Fig. 1: sizing map
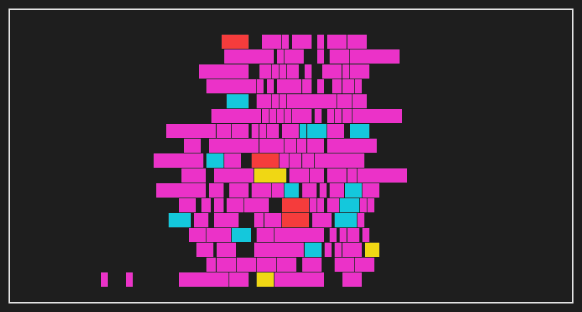
Fig. 2: cells colored by class
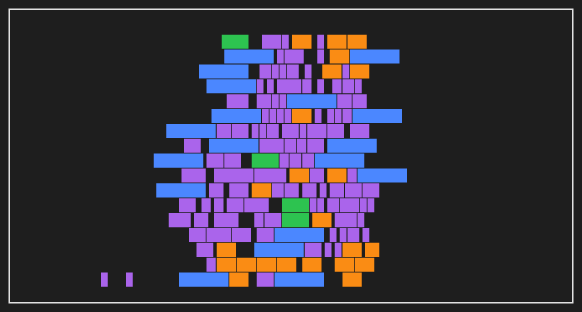
Fig. 3: routing congestion map
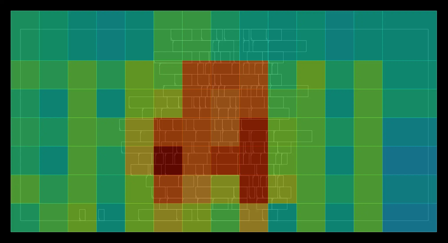
Design fifo_ctrl, sky130hd; sources not shown.
==> changes_impl.md <==
### Implementation results

* Crit path time final at 3.16 ns
* Final critical-path share of the clock period at 84.6%
* Combinational gate area at 668 µm²
* Yosys simple share at 15.6%
* Gp weighted congestion at 0.877
* Largest register FFs at 6
* Placed inst area at 0.00145 mm²
* Outcome: finished, final reports clean
* Slew Viols, Final at 0
* Yosys cell count at 189
* Synth Warn # at 0
* CP Data Arrival Time at 2.78 ns
* Min-delay worst type: primary input to asynchronous set/reset pin
* Ant diodes at 0
* Unrepaired setup endpoints after global routing: no
* Post-Route Skew at 0.00157 ns
* Most frequently placed logic cells in the final layout: nand2_1 (21), clkdlybuf4s50_1 (21), dfrtp_1 (18), nor2_1 (8), ha_1 (6)
* Max-Cap Viols at 0
* Slew @ Worst Pin at 0.513 ns
* Synthesized instance count at 189
* Power per cell area at 308 mW/mm²
* Clock buffer depth at 2
* Post-synth EDFFs at 0
* Yosys aoi share at 11.1%
* Cell Type Count at 40
* Top FF cell, synth: dfrtp_1
* OpenROAD warnings at 26
* DR WL/cell at 17.4 µm
* DR iter-0 viols at 129
* Asr flop ratio synth at 100%
* Initial antenna violation count at 0
* DIE WIDTH at 103 µm
* Slew HR at 65.7%
* IO Count at 153
* Nets at 224
* Largest net degree at the start of global routing at 19
* CTS-repair resized insts at 0
* First-pass GRT wire length at 5620 µm
* Final setup viols at 0
* Comb pwr share at 19.2%
* Die Height at 53.4 µm
* Clock power share at 35.6%
* TritonRoute pass-1 iters at 4
* Crit path kind: register to output pin
* Chip Area at 0.00549 mm²
* Sequential cell area fraction in the yosys report at 27.1%
* Remaining antenna violation count at 0
* Post-DP HPWL at 2860 µm
* FP Util at 36.4%
* Maximum VDD drop at 0.0000994 V
* Setup_tns at 0 ns
* Cell area after synthesis at 0.00166 mm²
* Startpoint Class: register
* YS chip area at 0.00166 mm²
* Power share of the sequential group at 45.2%
* Clk latency late pin at 0.26 ns
* Leakage at 0.712 nW
* WL final at 3700 µm
* Synth logic family: buffers and inverters
* Share of layout cells above drive strength 1 at 12.9%
* Post-CTS setup buffer count at 0
* Clock slew at reported path FFs at 0.07 ns
* XOR Share, Synth at 4.22%
* CTS root buffer: clkbuf_8
-- Fig. 1 (at the start) --
legend:
  x6 and larger:
    color: red
    cells: 4
    share: 2.7%
    most_used: clkbuf_8
  x1 and smaller:
    color: magenta
    cells: 128
    share: 87%
  x2:
    color: cyan
    cells: 12
    share: 8.2%
    most_used: a211o_2
  x3 and x4:
    color: yellow
    cells: 3
    share: 2.0%
fin area: 0.00151 mm²
Non-CTS buffers: 23
Syn-to-layout area delta: -9.20%
setup ws final: 0.574 ns

-- Fig. 2 (at the start) --
legend:
  remaining buffers and delay cells:
    color: orange
    cells: 23
  remaining logic cells:
    color: purple
    cells: 102
  clock drivers and dummy loads:
    color: green
    cells: 4
  registers:
    color: blue
    cells: 18
final core utilization: 33.1%
flop share of the area: 29.9%
# rows: 17
Core Region: 0.00455 mm²

-- Fig. 3 (at the start) --
met3 usage: 4.89%
busiest layer in global routing: met2
GR Util met1: 12.4%
gr usage total: 13.6%

## cells by family after synthesis
kind of cell,Yosys count
and+or+nand+nor,50
xor gates and xnor gates,8
adders and majority gates,7
DFF,18
AOI/OAI and AO/OA,24
buffers and inverters,76
muxes,5
other,1
## per-stage QoR
step	cells	hold WS [ns]	power, mW
CTS	213	0.298	0.466
floorplan	190	0.0774	0.366
detailed placement	209	0.483	0.302
global route	213	0.371	0.488
finish	213	0.371	0.464
global placement	209	0.466	0.298
## per-layer routing
layer | global-route usage (%) | share of wire [%] | up-vias
li1 | - | - | 475
met1 | 12.4 | 31 | 549
met2 | 25.8 | 54 | 58
met3 | 4.89 | 11 | 20
met4 | 9.21 | 4.1 | 0
met5 | 0 | 0 | -
## synthesized netlist by cell type (all sizes together) (4+ instances only)
cell type | n | area, µm²
buf | 68 | 514
nand2 | 21 | 78.8
ha | 6 | 75.1
xnor2 | 4 | 35.0
nor2 | 8 | 30.0
and2 | 4 | 28.8
inv | 6 | 22.5
nand4 | 4 | 25.0
a21oi | 4 | 23.8
dfrtp | 18 | 450
xor2 | 4 | 35.0
a22o | 5 | 43.8
## layout make-up
cell class                      instances  share of cell area (%)
Tap cell                               66                    5.48
Inverter                                6                    1.50
Timing Repair Buffer                   23                    15.1
Multi-Input combinational cell         96                    44.4
Sequential cell                        18                    29.9
Clock buffer                            4                    3.65
## critical path: stages, from the launching register on
cell and delay [ns]:
dfrtp_1 0.47, nor3_2 0.46, a211o_2 0.21, nand3_1 0.29, inv_2 0.30, nand2_1 0.08, nand2_1 0.07, clkdlybuf4s50_1 0.64
## power groups by stage
stage | Clock [mW] | Sequential [mW] | Combinational [mW]
floorplan | 0 | 0.215 | 0.152
global placement | 0 | 0.212 | 0.0855
detailed placement | 0 | 0.213 | 0.0885
CTS | 0.167 | 0.209 | 0.0892
global route | 0.181 | 0.210 | 0.0963
finish | 0.165 | 0.209 | 0.0889
Power is estimated from default activity; no workload was simulated.
